**src/rtl/pipeline_controller_pkg.sv**
```systemverilog
// pipeline_controller_pkg: shared FSM encoding, forward-select codes and register-address width default
package pipeline_controller_pkg;
  localparam int REG_W_DEF = 4;
  typedef enum logic [1:0] {ST_RUN, ST_MEM_WAIT, ST_ERROR} state_t;
  localparam logic [1:0] FWD_RF  = 2'd0;
  localparam logic [1:0] FWD_EXE = 2'd1;
  localparam logic [1:0] FWD_MEM = 2'd2;
endpackage

```
**src/rtl/pipeline_controller_hazard_detect.sv**
```systemverilog
// hazard_detect: RAW comparator between ID sources and EXE/MEM destinations
// ports: src1/src2/two_src (ID reads), exe_*/mem_* (producers), exe_mem_read (EXE is a load)
//        -> hazard, plus sel_src1/sel_src2 (0 regfile, 1 EXE, 2 MEM) when FORWARDING_EN is defined
module hazard_detect
  import pipeline_controller_pkg::*;
#(
  parameter int REG_W = REG_W_DEF
) (
  input  logic [REG_W-1:0] src1,
  input  logic [REG_W-1:0] src2,
  input  logic             two_src,
  input  logic [REG_W-1:0] exe_dest,
  input  logic [REG_W-1:0] mem_dest,
  input  logic             exe_wb_en,
  input  logic             mem_wb_en,
  input  logic             exe_mem_read,
  output logic             hazard
`ifdef FORWARDING_EN
  ,
  output logic [1:0]       sel_src1,
  output logic [1:0]       sel_src2
`endif
);
  logic e1, e2, m1, m2, load_use;
  assign e1 = exe_wb_en && src1 == exe_dest;
  assign e2 = two_src && exe_wb_en && src2 == exe_dest;
  assign m1 = mem_wb_en && src1 == mem_dest;
  assign m2 = two_src && mem_wb_en && src2 == mem_dest;
  // a load in EXE cannot be forwarded in time, so it stalls in either build
  assign load_use = exe_mem_read && (e1 || e2);
`ifdef FORWARDING_EN
  assign hazard = load_use;
  assign sel_src1 = e1 ? FWD_EXE : m1 ? FWD_MEM : FWD_RF;
  assign sel_src2 = e2 ? FWD_EXE : m2 ? FWD_MEM : FWD_RF;
`else
  assign hazard = load_use || e1 || e2 || m1 || m2;
`endif
endmodule

```
**src/rtl/pipeline_controller.sv**
```systemverilog
// pipeline_controller: stall/flush control with memory-wait FSM, timeout error and stall counter
// ports: clk, rst (active-low async); src1/src2/two_src, exe_*/mem_* dest+wb_en, exe_mem_read,
//        branch_taken, mem_req, mem_ready -> *_freeze, *_flush, hazard, mem_timeout, stall_cnt
//        and sel_src1/sel_src2 when FORWARDING_EN is defined
module pipeline_controller
  import pipeline_controller_pkg::*;
#(
  parameter int REG_W       = REG_W_DEF,
  parameter int MEM_TIMEOUT = 255
) (
  input  logic             clk,
  input  logic             rst,
  input  logic [REG_W-1:0] src1,
  input  logic [REG_W-1:0] src2,
  input  logic             two_src,
  input  logic [REG_W-1:0] exe_dest,
  input  logic [REG_W-1:0] mem_dest,
  input  logic             exe_wb_en,
  input  logic             mem_wb_en,
  input  logic             exe_mem_read,
  input  logic             branch_taken,
  input  logic             mem_req,
  input  logic             mem_ready,
  output logic             if_freeze,
  output logic             id_freeze,
  output logic             exe_freeze,
  output logic             mem_freeze,
  output logic             if_flush,
  output logic             id_flush,
  output logic             hazard,
  output logic             mem_timeout,
  output logic [15:0]      stall_cnt
`ifdef FORWARDING_EN
  ,
  output logic [1:0]       sel_src1,
  output logic [1:0]       sel_src2
`endif
);
  localparam int WW = MEM_TIMEOUT < 1 ? 1 : $clog2(MEM_TIMEOUT + 1);
  state_t state, state_nx;
  logic [WW-1:0] wait_cnt;
  logic mem_stall, flush, bubble;
  hazard_detect #(.REG_W(REG_W)) u_hazard (
    .src1        (src1),
    .src2        (src2),
    .two_src     (two_src),
    .exe_dest    (exe_dest),
    .mem_dest    (mem_dest),
    .exe_wb_en   (exe_wb_en),
    .mem_wb_en   (mem_wb_en),
    .exe_mem_read(exe_mem_read),
    .hazard      (hazard)
`ifdef FORWARDING_EN
    ,
    .sel_src1    (sel_src1),
    .sel_src2    (sel_src2)
`endif
  );
  always_comb begin
    state_nx = state;
    case (state)
      ST_RUN:      state_nx = mem_req && !mem_ready ? ST_MEM_WAIT : ST_RUN;
      ST_MEM_WAIT: state_nx = mem_ready ? ST_RUN : wait_cnt == WW'(MEM_TIMEOUT) ? ST_ERROR : ST_MEM_WAIT;
      default:     state_nx = ST_ERROR;
    endcase
  end
  // the mem_ready cycle of MEM_WAIT already follows the RUN rules
  assign mem_stall   = state == ST_ERROR || ((state == ST_MEM_WAIT || mem_req) && !mem_ready);
  assign flush       = !mem_stall && branch_taken;
  assign bubble      = !mem_stall && !branch_taken && hazard;
  assign if_freeze   = mem_stall || bubble;
  assign id_freeze   = mem_stall;
  assign exe_freeze  = mem_stall;
  assign mem_freeze  = mem_stall;
  assign if_flush    = flush;
  assign id_flush    = flush || bubble;
  assign mem_timeout = state == ST_ERROR;
  always_ff @(posedge clk or negedge rst) begin
    if (!rst) begin
      state     <= ST_RUN;
      wait_cnt  <= '0;
      stall_cnt <= '0;
    end else begin
      state    <= state_nx;
      wait_cnt <= state == ST_MEM_WAIT ? wait_cnt + WW'(1) : '0;
      if (if_freeze && stall_cnt != 16'hFFFF) stall_cnt <= stall_cnt + 16'd1;
    end
  end
endmodule

```
**config.mk**
```make
export PLATFORM = sky130hd
export DESIGN_NAME = pipeline_controller
export DESIGN_NICKNAME = d
export VERILOG_FILES = /design/src/rtl/pipeline_controller_pkg.sv /design/src/rtl/pipeline_controller_hazard_detect.sv /design/src/rtl/pipeline_controller.sv
export SDC_FILE = /design/constraint.sdc
export NUM_CORES = 1
export LEC_CHECK = 0
export ABC_CLOCK_PERIOD_IN_PS = 2440
export CORE_UTILIZATION = 35
export DETAILED_ROUTE_END_ITERATION = 6
export GPL_ROUTABILITY_DRIVEN = 1
export HOLD_SLACK_MARGIN = 0.08
export PLACE_DENSITY = 0.76
export SETUP_SLACK_MARGIN = 0.4
export SLEW_MARGIN = 5
export SYNTH_ARGS = -nofsm -noshare
export SYNTH_HDL_FRONTEND = slang
export SYNTH_SLANG_ARGS = --single-unit
```
**constraint.sdc**
```tcl
create_clock -name clk -period 2.44 [get_ports clk]
set_clock_uncertainty 0.15 [all_clocks]
set_input_delay 0.488 -clock clk [delete_from_list [all_inputs] [get_ports clk]]
set_output_delay 0.488 -clock clk [all_outputs]
set_load 0.02 [all_outputs]
```
==> metrics.cfg <==
[routing]
drt-initial-drc-count = 29
drc_errors = 0

[timing]
rsz0062_at_grt = yes
max_slew_margin_pct = 74.2
timing.final.ws_setup_ns = 0.0641
min_period_ns = 2.38
whs_ns = 0.313
tightest_slew_ns = 0.378

[final_layout]
design_area_um2 = 2530
finalNonFillerCells = 259
nets = 237
largest_reg_flops = 16
logic_gates = 104
n_sequential_cell = 26
comb_area_share_pct = 42.9
layout_top_cell = dfrtp_1
most-common-layout-cells = dfrtp_1 (23), buf_6 (22), clkdlybuf4s50_1 (18)
buffer_area_share_pct = 25.2
largest_class = combinational gates
nClkBuffers = 4
fill_cells = 299
antenna_cells = 0

[place]
dp_slack_ns = -0.790
dpl_cell_area_um2 = 2110
dp.cells = 246
numPortBuffers = 47

[cts]
clkTransAtPathRegs_ns = 0.09
cts_resized = 151
holdBufCountCts = 0
clock_latency_ns = 0.27
clk_path_buf_depth = 2
clock-sinks = 26

[worst_setup_path]
slowest_stage = a222oi_1
cp-end-kind = output port
crit_chain = buf_8 -> a222oi_1 -> nor4b_4 -> buf_4 -> o41ai_4 -> nand2_2 -> buf_6
r2r_setup_slack_ns = 0.23
r2r-start = stall_cnt[6]$_DFFE_PN0P_
worst-path-buf-inv = 3
path_class = primary input to output port
rr_endpoint = stall_cnt[1]$_DFFE_PN0P_

[yosys]
edf_count = 0
synthArstFlopShare_pct = 100
fa_ha_area_share_pct = 1.68
yosys_area_um2 = 1490
fp_nets = 172
most_common_cell = dfrtp_1
ff_type = dfrtp_1
synthDominantCellAreaShare_pct = 43.7
aoi_share_pct = 10.2
ys_seq_elements = 26
top_logic_kind = simple AND/OR/NAND/NOR gates
simple_gate_area_share_pct = 22.4
synth.mux.area_fraction_pct = 0.756
avgSynthCellArea_um2 = 10.3
yosys_cells = 145
netlist_area_um2 = 1490

[run_status]
status = finished, final reports clean

[job]
drv_cap = 0
tool_warnings = 30

[worst_hold_path]
hold_path.class = flop to flop
holdPathEnd = wait_cnt[0]$_DFF_PN0_
hold_depth = 1

[power]
power.total_mw = 1.47
peakVddDrop_uv = 554
power_density_nw_per_um2 = 581
leakage_nw = 1.09

[floorplan]
fp.dieH_um = 67.3
dieArea_um2 = 4520
fp_util_pct = 36.7
ios = 49
design.core.area_um2 = 4060

[grt]
grt_max_degree = 27

==> how the worst max path moves through the flow <==
stage,startpoint,endpoint,slack (ns),cells past startpoint
after floorplan,mem_dest[2],hazard,0.31,5
after global placement,src2[2],if_freeze,-0.78,6
after detailed placement,mem_dest[1],id_flush,-0.79,7
after CTS,mem_dest[2],if_freeze,0.12,8
after global routing,src2[1],stall_cnt[15]$_DFFE_PN0P_,-0.04,10
final,src2[1],if_freeze,0.06,7
==> power breakdown <==
part,leakage [nW],internal [mW],switching [mW]
logic,0.718,0.317,0.288
registers,0.344,0.493,0.0932
clock network,0.0288,0.144,0.136
total,1.09,0.955,0.517
==> metal layers <==
layer,GRT usage [%],part of all wire [%]
met5,0,0
met1,18.9,41
met3,1.69,6.1
met4,9.57,3.2
met2,29.5,49
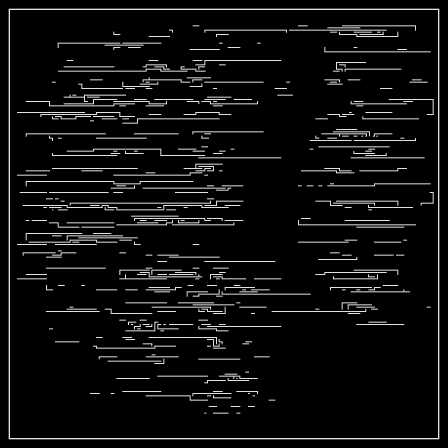
met1.png
The wires run mostly horizontal. The layer holds 41% of the routed length. The longest straight run is 22.1 µm. 201 nets have wire on it.
routing usage on met1: 18.9%
routed via count: 1,300
total length of routed wires: 3950 µm

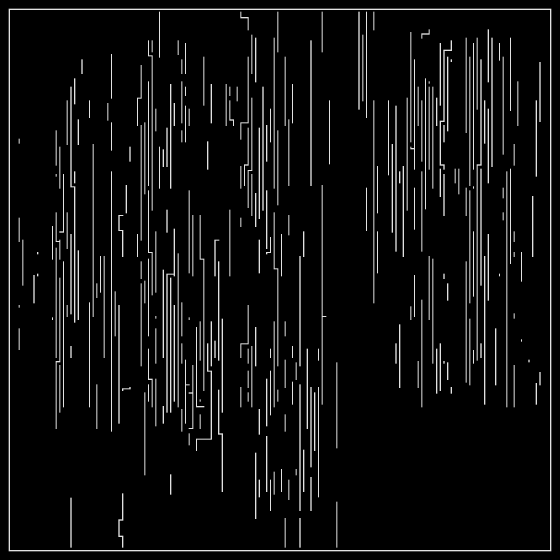
met2.png
The layer carries 1,950 µm of wire. The longest straight run is 32.3 µm. The layer holds 49% of the routed length. 209 nets have wire on it. The wires run mostly vertical.
grt met2 use: 29.5%

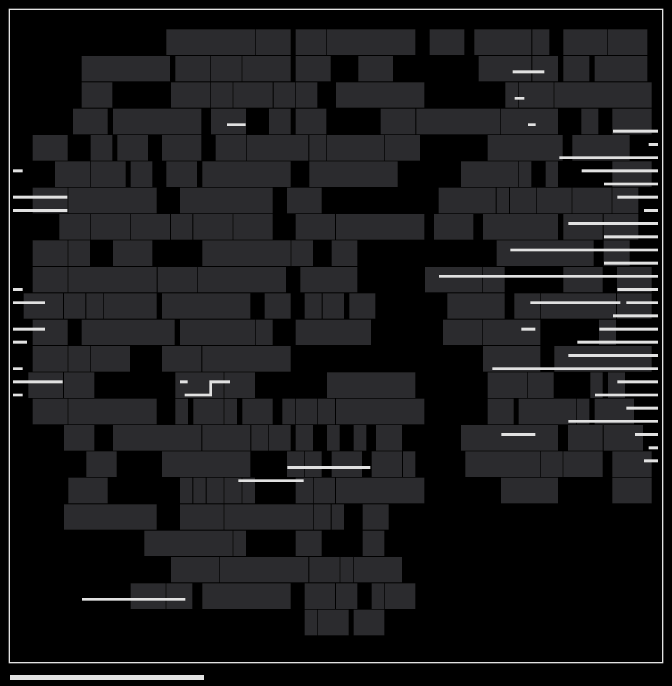
met3.png
Scale bar: 20 µm. Cells faint in the background.
The layer holds 6.1% of the routed length. The wires run mostly horizontal. The layer carries 242 µm of wire. 43 nets have wire on it. The longest straight run is 22.3 µm.
GR Layer Usage met3: 1.69%

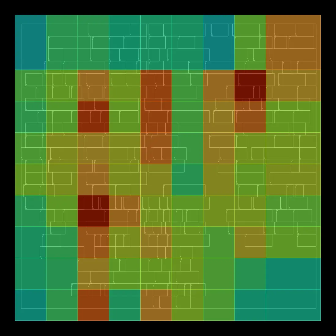
final_congestion.png
final core utilization: 62.4%
drt wl/cell: 15.2 µm
gr busiest metal: met2
gr usage total: 16.5%

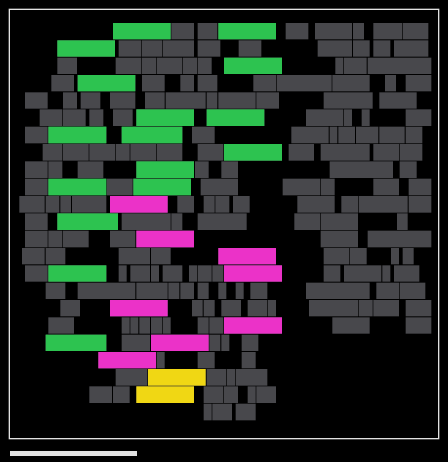
registers.png
Scale bar: 20 µm. Other cells in gray.
Magenta marks `wait_cnt`, flops 8. Green marks `stall_cnt`, flops 16. Yellow marks `state`, flops 2.
fraction of area in registers: 25.8%
Seq. pwr: 587 µW
register area: 654 µm²

Power and IR drop assume default switching activity.
